[config.mk]
export PLATFORM = sky130hd
export DESIGN_NAME = mem_access_unit
export DESIGN_NICKNAME = d
export VERILOG_FILES = /design/src/rtl/lsu_pkg.sv /design/src/rtl/lsu_align.sv /design/src/rtl/mem_access_unit.sv
export SDC_FILE = /design/constraint.sdc
export NUM_CORES = 1
export LEC_CHECK = 0
export CAP_MARGIN = 20
export CORE_MARGIN = 1
export CORE_UTILIZATION = 45
export DETAILED_ROUTE_END_ITERATION = 10
export GPL_ROUTABILITY_DRIVEN = 0
export PLACE_DENSITY = 0.8
export SYNTH_ARGS = -nofsm -noshare
export SYNTH_HDL_FRONTEND = slang
export SYNTH_SLANG_ARGS = --single-unit
export TNS_END_PERCENT = 30
[constraint.sdc]
create_clock -name clk -period 2.4 [get_ports clk]
set_input_delay 0.24 -clock clk [delete_from_list [all_inputs] [get_ports clk]]
set_output_delay 0.24 -clock clk [all_outputs]
set_load 0.01 [all_outputs]
[src/rtl/lsu_pkg.sv]
// -----------------------------------------------------------------------------
// lsu_pkg
// Shared types and constants for the MEM-stage load/store unit:
//   - lsu_state_e : access sequencer states
//   - F3_*        : RV32 load/store width/sign codes
//   - ERR_*       : completion error codes reported alongside done
//   - f3_illegal / f3_misaligned : request legality checks applied at acceptance
// -----------------------------------------------------------------------------
package lsu_pkg;

  typedef enum logic [1:0] {
    ST_IDLE = 2'd0,
    ST_REQ  = 2'd1,
    ST_RESP = 2'd2,
    ST_DONE = 2'd3
  } lsu_state_e;

  localparam logic [2:0] F3_B  = 3'b000;
  localparam logic [2:0] F3_H  = 3'b001;
  localparam logic [2:0] F3_W  = 3'b010;
  localparam logic [2:0] F3_BU = 3'b100;
  localparam logic [2:0] F3_HU = 3'b101;

  localparam logic [1:0] ERR_OK       = 2'b00;
  localparam logic [1:0] ERR_MISALIGN = 2'b01;
  localparam logic [1:0] ERR_TIMEOUT  = 2'b10;
  localparam logic [1:0] ERR_ILLEGAL  = 2'b11;

  // Unsigned variants exist only for loads; 011/110/111 are never legal.
  function automatic logic f3_illegal(input logic st, input logic [2:0] f3);
    logic ill;
    case (f3)
      F3_B, F3_H, F3_W: ill = 1'b0;
      F3_BU, F3_HU:     ill = st;
      default:          ill = 1'b1;
    endcase
    return ill;
  endfunction

  // Halves need an even address, words a 4-byte aligned one; bytes never fault.
  function automatic logic f3_misaligned(input logic [2:0] f3, input logic [1:0] lo);
    logic mis;
    case (f3)
      F3_H, F3_HU: mis = lo[0];
      F3_W:        mis = (lo != 2'b00);
      default:     mis = 1'b0;
    endcase
    return mis;
  endfunction

endpackage

[src/rtl/lsu_align.sv]
// -----------------------------------------------------------------------------
// lsu_align
// Combinational lane steering for the load/store unit.
//   funct3      in  3     access width/sign code
//   addr_lo     in  2     byte offset within the bus word
//   wdata       in  XLEN  store data, LSB-aligned
//   rdata       in  XLEN  raw bus read word
//   be          out 4     byte enables for the access
//   wdata_lanes out XLEN  store data replicated across all lanes of its width
//   load_data   out XLEN  selected byte/half/word, sign- or zero-extended
// -----------------------------------------------------------------------------
module lsu_align
  import lsu_pkg::*;
#(
  parameter int XLEN = 32
) (
  input  logic [2:0]      funct3,
  input  logic [1:0]      addr_lo,
  input  logic [XLEN-1:0] wdata,
  input  logic [XLEN-1:0] rdata,
  output logic [3:0]      be,
  output logic [XLEN-1:0] wdata_lanes,
  output logic [XLEN-1:0] load_data
);

  logic [XLEN-1:0] shifted_s;

  // Byte enables, store replication and load extraction/extension.
  always_comb begin
    // Bring the addressed lane down to bit 0; word accesses have offset 0.
    shifted_s   = rdata >> {addr_lo, 3'b000};
    be          = 4'b0000;
    wdata_lanes = {XLEN{1'b0}};
    load_data   = {XLEN{1'b0}};
    case (funct3)
      F3_B, F3_BU: begin
        be          = 4'b0001 << addr_lo;
        wdata_lanes = {4{wdata[7:0]}};
        if (funct3[2]) begin
          load_data = {{(XLEN-8){1'b0}}, shifted_s[7:0]};
        end else begin
          load_data = {{(XLEN-8){shifted_s[7]}}, shifted_s[7:0]};
        end
      end
      F3_H, F3_HU: begin
        be          = 4'b0011 << addr_lo;
        wdata_lanes = {2{wdata[15:0]}};
        if (funct3[2]) begin
          load_data = {{(XLEN-16){1'b0}}, shifted_s[15:0]};
        end else begin
          load_data = {{(XLEN-16){shifted_s[15]}}, shifted_s[15:0]};
        end
      end
      F3_W: begin
        be          = 4'b1111;
        wdata_lanes = wdata;
        load_data   = shifted_s;
      end
      default: begin
        be          = 4'b0000;
        wdata_lanes = {XLEN{1'b0}};
        load_data   = {XLEN{1'b0}};
      end
    endcase
  end

endmodule

[src/rtl/mem_access_unit.sv]
// -----------------------------------------------------------------------------
// mem_access_unit
// MEM-stage load/store unit: accepts one access from execute, checks it,
// runs it on a request/grant/response bus and reports completion.
//   clk, resetn                  clock, async active-low reset
//   en/is_store/funct3/addr/wdata request from execute (taken when busy=0)
//   busy, done, err, rdata        status and load result (valid with done)
//   bus_req/we/addr/be/wdata      registered bus request
//   bus_gnt, bus_rvalid, bus_rdata bus handshake and read data
// -----------------------------------------------------------------------------
module mem_access_unit
  import lsu_pkg::*;
#(
  parameter int XLEN    = 32,
  parameter int ADDR_W  = 32,
  parameter int TIMEOUT = 16
) (
  input  logic              clk,
  input  logic              resetn,
  input  logic              en,
  input  logic              is_store,
  input  logic [2:0]        funct3,
  input  logic [ADDR_W-1:0] addr,
  input  logic [XLEN-1:0]   wdata,
  output logic              busy,
  output logic              done,
  output logic [1:0]        err,
  output logic [XLEN-1:0]   rdata,
  output logic              bus_req,
  output logic              bus_we,
  output logic [ADDR_W-1:0] bus_addr,
  output logic [3:0]        bus_be,
  output logic [XLEN-1:0]   bus_wdata,
  input  logic              bus_gnt,
  input  logic              bus_rvalid,
  input  logic [XLEN-1:0]   bus_rdata
);

  localparam int            CW      = $clog2(TIMEOUT + 1);
  localparam logic [CW-1:0] CNT_ONE = {{(CW-1){1'b0}}, 1'b1};
  localparam logic [CW-1:0] TO_LAST = CW'(TIMEOUT - 1);

  if (XLEN != 32) begin : g_xlen_check
    $error("mem_access_unit: XLEN must be 32");
  end
  if (TIMEOUT < 2) begin : g_timeout_check
    $error("mem_access_unit: TIMEOUT must be at least 2");
  end

  lsu_state_e      state_r;
  logic            is_store_r;
  logic [2:0]      funct3_r;
  logic [1:0]      addr_lo_r;
  logic [CW-1:0]   cnt_r;

  logic [2:0]      f3_s;
  logic [1:0]      lo_s;
  logic            illegal_s;
  logic            misalign_s;
  logic [3:0]      be_s;
  logic [XLEN-1:0] wdata_lanes_s;
  logic [XLEN-1:0] load_data_s;

  // Steer the aligner from the live request in IDLE, from the latched one otherwise.
  always_comb begin
    if (state_r == ST_IDLE) begin
      f3_s = funct3;
      lo_s = addr[1:0];
    end else begin
      f3_s = funct3_r;
      lo_s = addr_lo_r;
    end
    illegal_s  = f3_illegal(is_store, funct3);
    misalign_s = f3_misaligned(funct3, addr[1:0]);
  end

  lsu_align #(.XLEN(XLEN)) u_align (
    .funct3      (f3_s),
    .addr_lo     (lo_s),
    .wdata       (wdata),
    .rdata       (bus_rdata),
    .be          (be_s),
    .wdata_lanes (wdata_lanes_s),
    .load_data   (load_data_s)
  );

  // Access sequencer with all outputs registered.
  always_ff @(posedge clk or negedge resetn) begin
    if (!resetn) begin
      state_r    <= ST_IDLE;
      is_store_r <= 1'b0;
      funct3_r   <= 3'b000;
      addr_lo_r  <= 2'b00;
      cnt_r      <= {CW{1'b0}};
      busy       <= 1'b0;
      done       <= 1'b0;
      err        <= ERR_OK;
      rdata      <= {XLEN{1'b0}};
      bus_req    <= 1'b0;
      bus_we     <= 1'b0;
      bus_addr   <= {ADDR_W{1'b0}};
      bus_be     <= 4'b0000;
      bus_wdata  <= {XLEN{1'b0}};
    end else begin
      done <= 1'b0;
      case (state_r)
        ST_IDLE: begin
          if (en) begin
            busy       <= 1'b1;
            is_store_r <= is_store;
            funct3_r   <= funct3;
            addr_lo_r  <= addr[1:0];
            rdata      <= {XLEN{1'b0}};
            err        <= ERR_OK;
            // Rejected requests finish without touching the bus.
            if (illegal_s) begin
              err     <= ERR_ILLEGAL;
              done    <= 1'b1;
              state_r <= ST_DONE;
            end else if (misalign_s) begin
              err     <= ERR_MISALIGN;
              done    <= 1'b1;
              state_r <= ST_DONE;
            end else begin
              bus_req   <= 1'b1;
              bus_we    <= is_store;
              bus_addr  <= {addr[ADDR_W-1:2], 2'b00};
              bus_be    <= be_s;
              bus_wdata <= wdata_lanes_s;
              cnt_r     <= {CW{1'b0}};
              state_r   <= ST_REQ;
            end
          end
        end
        ST_REQ: begin
          // A grant wins over a same-cycle rvalid, which is simply not looked at here.
          if (bus_gnt) begin
            bus_req <= 1'b0;
            bus_we  <= 1'b0;
            if (is_store_r) begin
              done    <= 1'b1;
              state_r <= ST_DONE;
            end else begin
              cnt_r   <= {CW{1'b0}};
              state_r <= ST_RESP;
            end
          end else if (cnt_r == TO_LAST) begin
            bus_req <= 1'b0;
            bus_we  <= 1'b0;
            err     <= ERR_TIMEOUT;
            done    <= 1'b1;
            state_r <= ST_DONE;
          end else begin
            cnt_r <= cnt_r + CNT_ONE;
          end
        end
        ST_RESP: begin
          if (bus_rvalid) begin
            rdata   <= load_data_s;
            done    <= 1'b1;
            state_r <= ST_DONE;
          end else if (cnt_r == TO_LAST) begin
            err     <= ERR_TIMEOUT;
            done    <= 1'b1;
            state_r <= ST_DONE;
          end else begin
            cnt_r <= cnt_r + CNT_ONE;
          end
        end
        ST_DONE: begin
          busy    <= 1'b0;
          state_r <= ST_IDLE;
        end
        default: begin
          busy    <= 1'b0;
          bus_req <= 1'b0;
          bus_we  <= 1'b0;
          state_r <= ST_IDLE;
        end
      endcase
    end
  end

endmodule

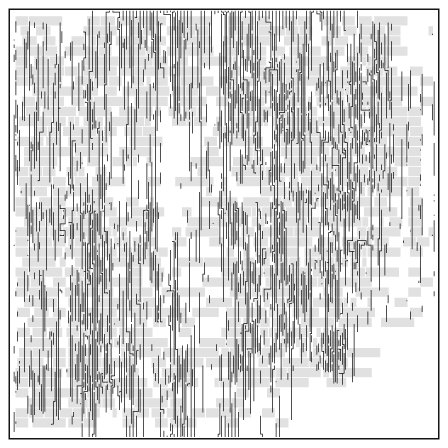
(the metal 2 layer)
main direction	vertical
nets with wire on the layer	771
share of all routed wire	49%
longest straight run	44.4 um
wire length on this layer	8,760 um
met2 track demand over resource in global routing: 0.4341
total detailed-routing wirelength: 17.76 mm
vias: 5,240

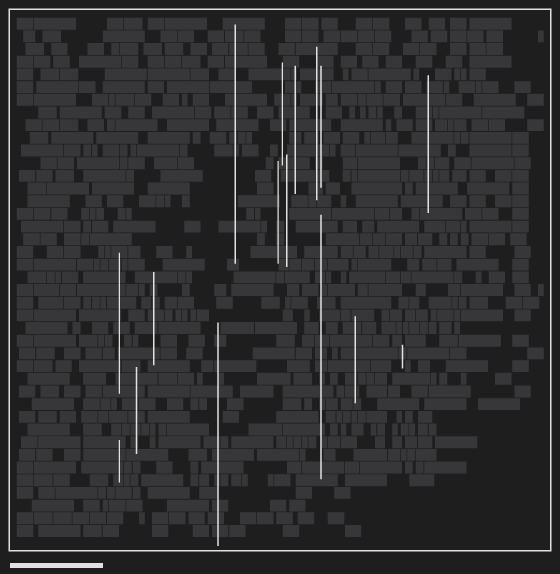
(M4 wires)
Scale bar: 20 um.
main direction	vertical
wire length on this layer	437 um
nets with wire on the layer	14
share of all routed wire	2.5%

==> results.ini <==
[placement]
io_buffer_count=208
place_worst_setup_slack_ns=0.02340
place.detailed.hpwl_mm=12.79
numPlacedInstances=909
postPlaceCellArea_um2=8253

[clock_tree]
ctsHtreeMaxLevel=4
cts-root-to-sink-buffers=2
numCtsBuffers=17
cts_tree=built
clk_latency_ns=0.41
cts.clk_slew.worst_paths_ns=0.06

[final_layout]
drive_above_1_share=0.1727
sequential_cell_total=117
number_of_multi_input_combinational_cells_in_the_layout=371
mi_logic_area_um2=2703
most-common-layout-cells=sky130_fd_sc_hd__clkdlybuf4s50_1 (207), sky130_fd_sc_hd__dfrtp_1 (117), sky130_fd_sc_hd__nand2_1 (70)
n_antenna_cell=0
final.clkbuf_count=21
dominant-cell-class=flip-flops and latches
layout.cells.most_common=sky130_fd_sc_hd__clkdlybuf4s50_1
finalNetCount=868
buffer_area_frac=0.2723
largest_regs=bus_wdata: 32 flops, rdata: 32 flops, bus_addr: 30 flops
combAreaFraction=0.3035
finalCoreUtilization=0.7055

[power_and_ir_drop]
totalPowerFinal_mw=12.40
worst_ir_drop_vdd_mv=0.8051
power.density_nw_per_um2=1393
sw_frac_of_total=0.3651
clock_power_mw=2.59
net-switching-power_mw=4.527
comb_power_share=0.514
power.share.sequential=0.277
seq-power_mw=3.43

[logic_synthesis]
synth-area-yosys_um2=5829
post_synth_num_cell_types=56
numSynthFlops=117
synthMuxAreaShare=0.1586
enable_flop_cells=0
postSynth.asyncResetShare=1.000
synth_stat.cells=529
synth_area_per_cell_um2=11.02
synth.cellmix.adderShare=0.01073
synth.logic.top_family=AND-OR/OR-AND gates
synthFlopType=sky130_fd_sc_hd__dfrtp_1
synth_compound_gate_area_share=0.1850
synth_simple_gate_area_share=0.1032
synth-seq-area-share=0.5023

[sta]
fmaxAchievable_ghz=0.4362
grt_setup_unrepaired=false
worst_pin_slew_ns=0.6905
whs_ns=0.4022
final_critical_path_required_period_ns=2.292
relSlewSlack=0.5379
final_critical_path_setup_slack_ns=0.1076
finalClockPeriodUsage=0.9551

[floorplan]
tapcell.inserted=172
num_io_pins=211
die-height_um=115.8
initial_utilization=0.4619
die-width_um=115.8

[critical_path]
reg2reg_setup_slack_ns=0.11
worstSetupEndpointType=register
cpLargestDelayFamily=buffers and inverters
cell_by_cell_trace_of_the_critical_path=inv_1, ha_4, mux2i_4, buf_4, buf_12, mux2i_1, o21ai_0, a221o_1
timing.critical_path.from=state_r[0]
critical-path-max-stage-delay_ns=0.39
worstPathMaxFanout=29
worst_setup_endpoint=rdata[14]
critical_path_class=register to register
critPathRequiredTime_ns=2.70
r2r_end=rdata[14]
critPathBufInv=3

[global_route]
grt.met1_usage=0.3253
grt_pass1_wl_mm=27.41
global_route.usage.met3=0.1004
globalRoute.totalOverflow=0
grt_pass1_vias=5324

[job]
tally_of_openroad_warnings=29

[run_status]
run_status=completed

[route]
met2RoutedLength_mm=8.756
drc=0
route.layer.met1.wl_mm=6.854
first_pass_iters=5
route.antenna.remaining_nets=0
detail_route.vias_per_cell=5.563
dr.first_iter.drc_count=406
route.met3.wl_mm=1.714

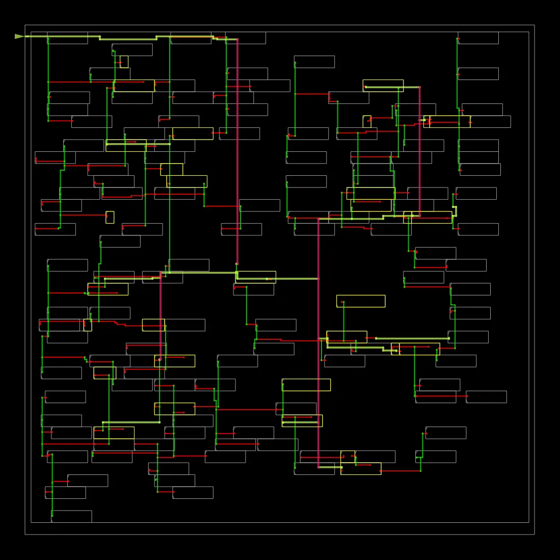
(clock routing)
clock sinks: 117
Worst Skew: 0.008300 ns

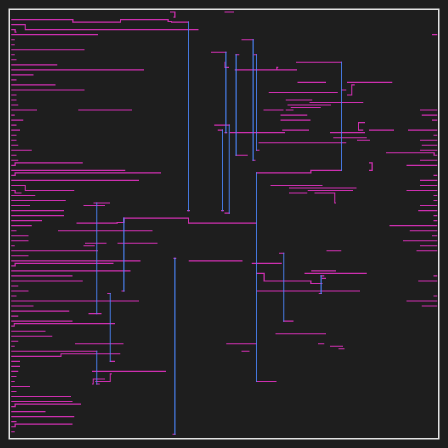
(wiring by layer)
Only two layers are drawn.
colour	layer	wire length
blue	metal 4	437 um
magenta	metal 3	1,710 um
combined global-route utilization of all metal layers: 0.2711
post-DR wirelength/cell: 18.86 um

cells in the mapped netlist, types with 2 or more instances:
cell type / instances
sky130_fd_sc_hd__a211oi_4: 2
sky130_fd_sc_hd__a21o_1: 3
sky130_fd_sc_hd__a21oi_1: 33
sky130_fd_sc_hd__a21oi_2: 3
sky130_fd_sc_hd__a221o_1: 8
sky130_fd_sc_hd__a22o_1: 3
sky130_fd_sc_hd__a22oi_1: 11
sky130_fd_sc_hd__a32o_1: 7
sky130_fd_sc_hd__a32oi_1: 10
sky130_fd_sc_hd__and2_1: 2
sky130_fd_sc_hd__and3_1: 11
sky130_fd_sc_hd__buf_2: 10
sky130_fd_sc_hd__buf_4: 6
sky130_fd_sc_hd__buf_6: 5
sky130_fd_sc_hd__clkbuf_1: 11
sky130_fd_sc_hd__dfrtp_1: 117
sky130_fd_sc_hd__ha_1: 5
sky130_fd_sc_hd__inv_1: 9
sky130_fd_sc_hd__mux2_2: 43
sky130_fd_sc_hd__mux2_4: 4
sky130_fd_sc_hd__mux2i_1: 33
sky130_fd_sc_hd__mux2i_2: 2
sky130_fd_sc_hd__nand2_1: 70
sky130_fd_sc_hd__nand2b_1: 5
sky130_fd_sc_hd__nand3_1: 4
sky130_fd_sc_hd__nor2_1: 18
sky130_fd_sc_hd__nor2b_1: 5
sky130_fd_sc_hd__nor3_1: 3
sky130_fd_sc_hd__nor4_2: 2
sky130_fd_sc_hd__o21a_1: 2
sky130_fd_sc_hd__o21ai_0: 50
sky130_fd_sc_hd__o221ai_1: 8
repair_timing:
item                       4_1_cts  5_1_grt
hold buffers                     1        0
setup endpoints to repair       14        7
resized                          2        2
pin swaps                        1        0
hold endpoints to repair        47        0
buffers inserted                 1        0
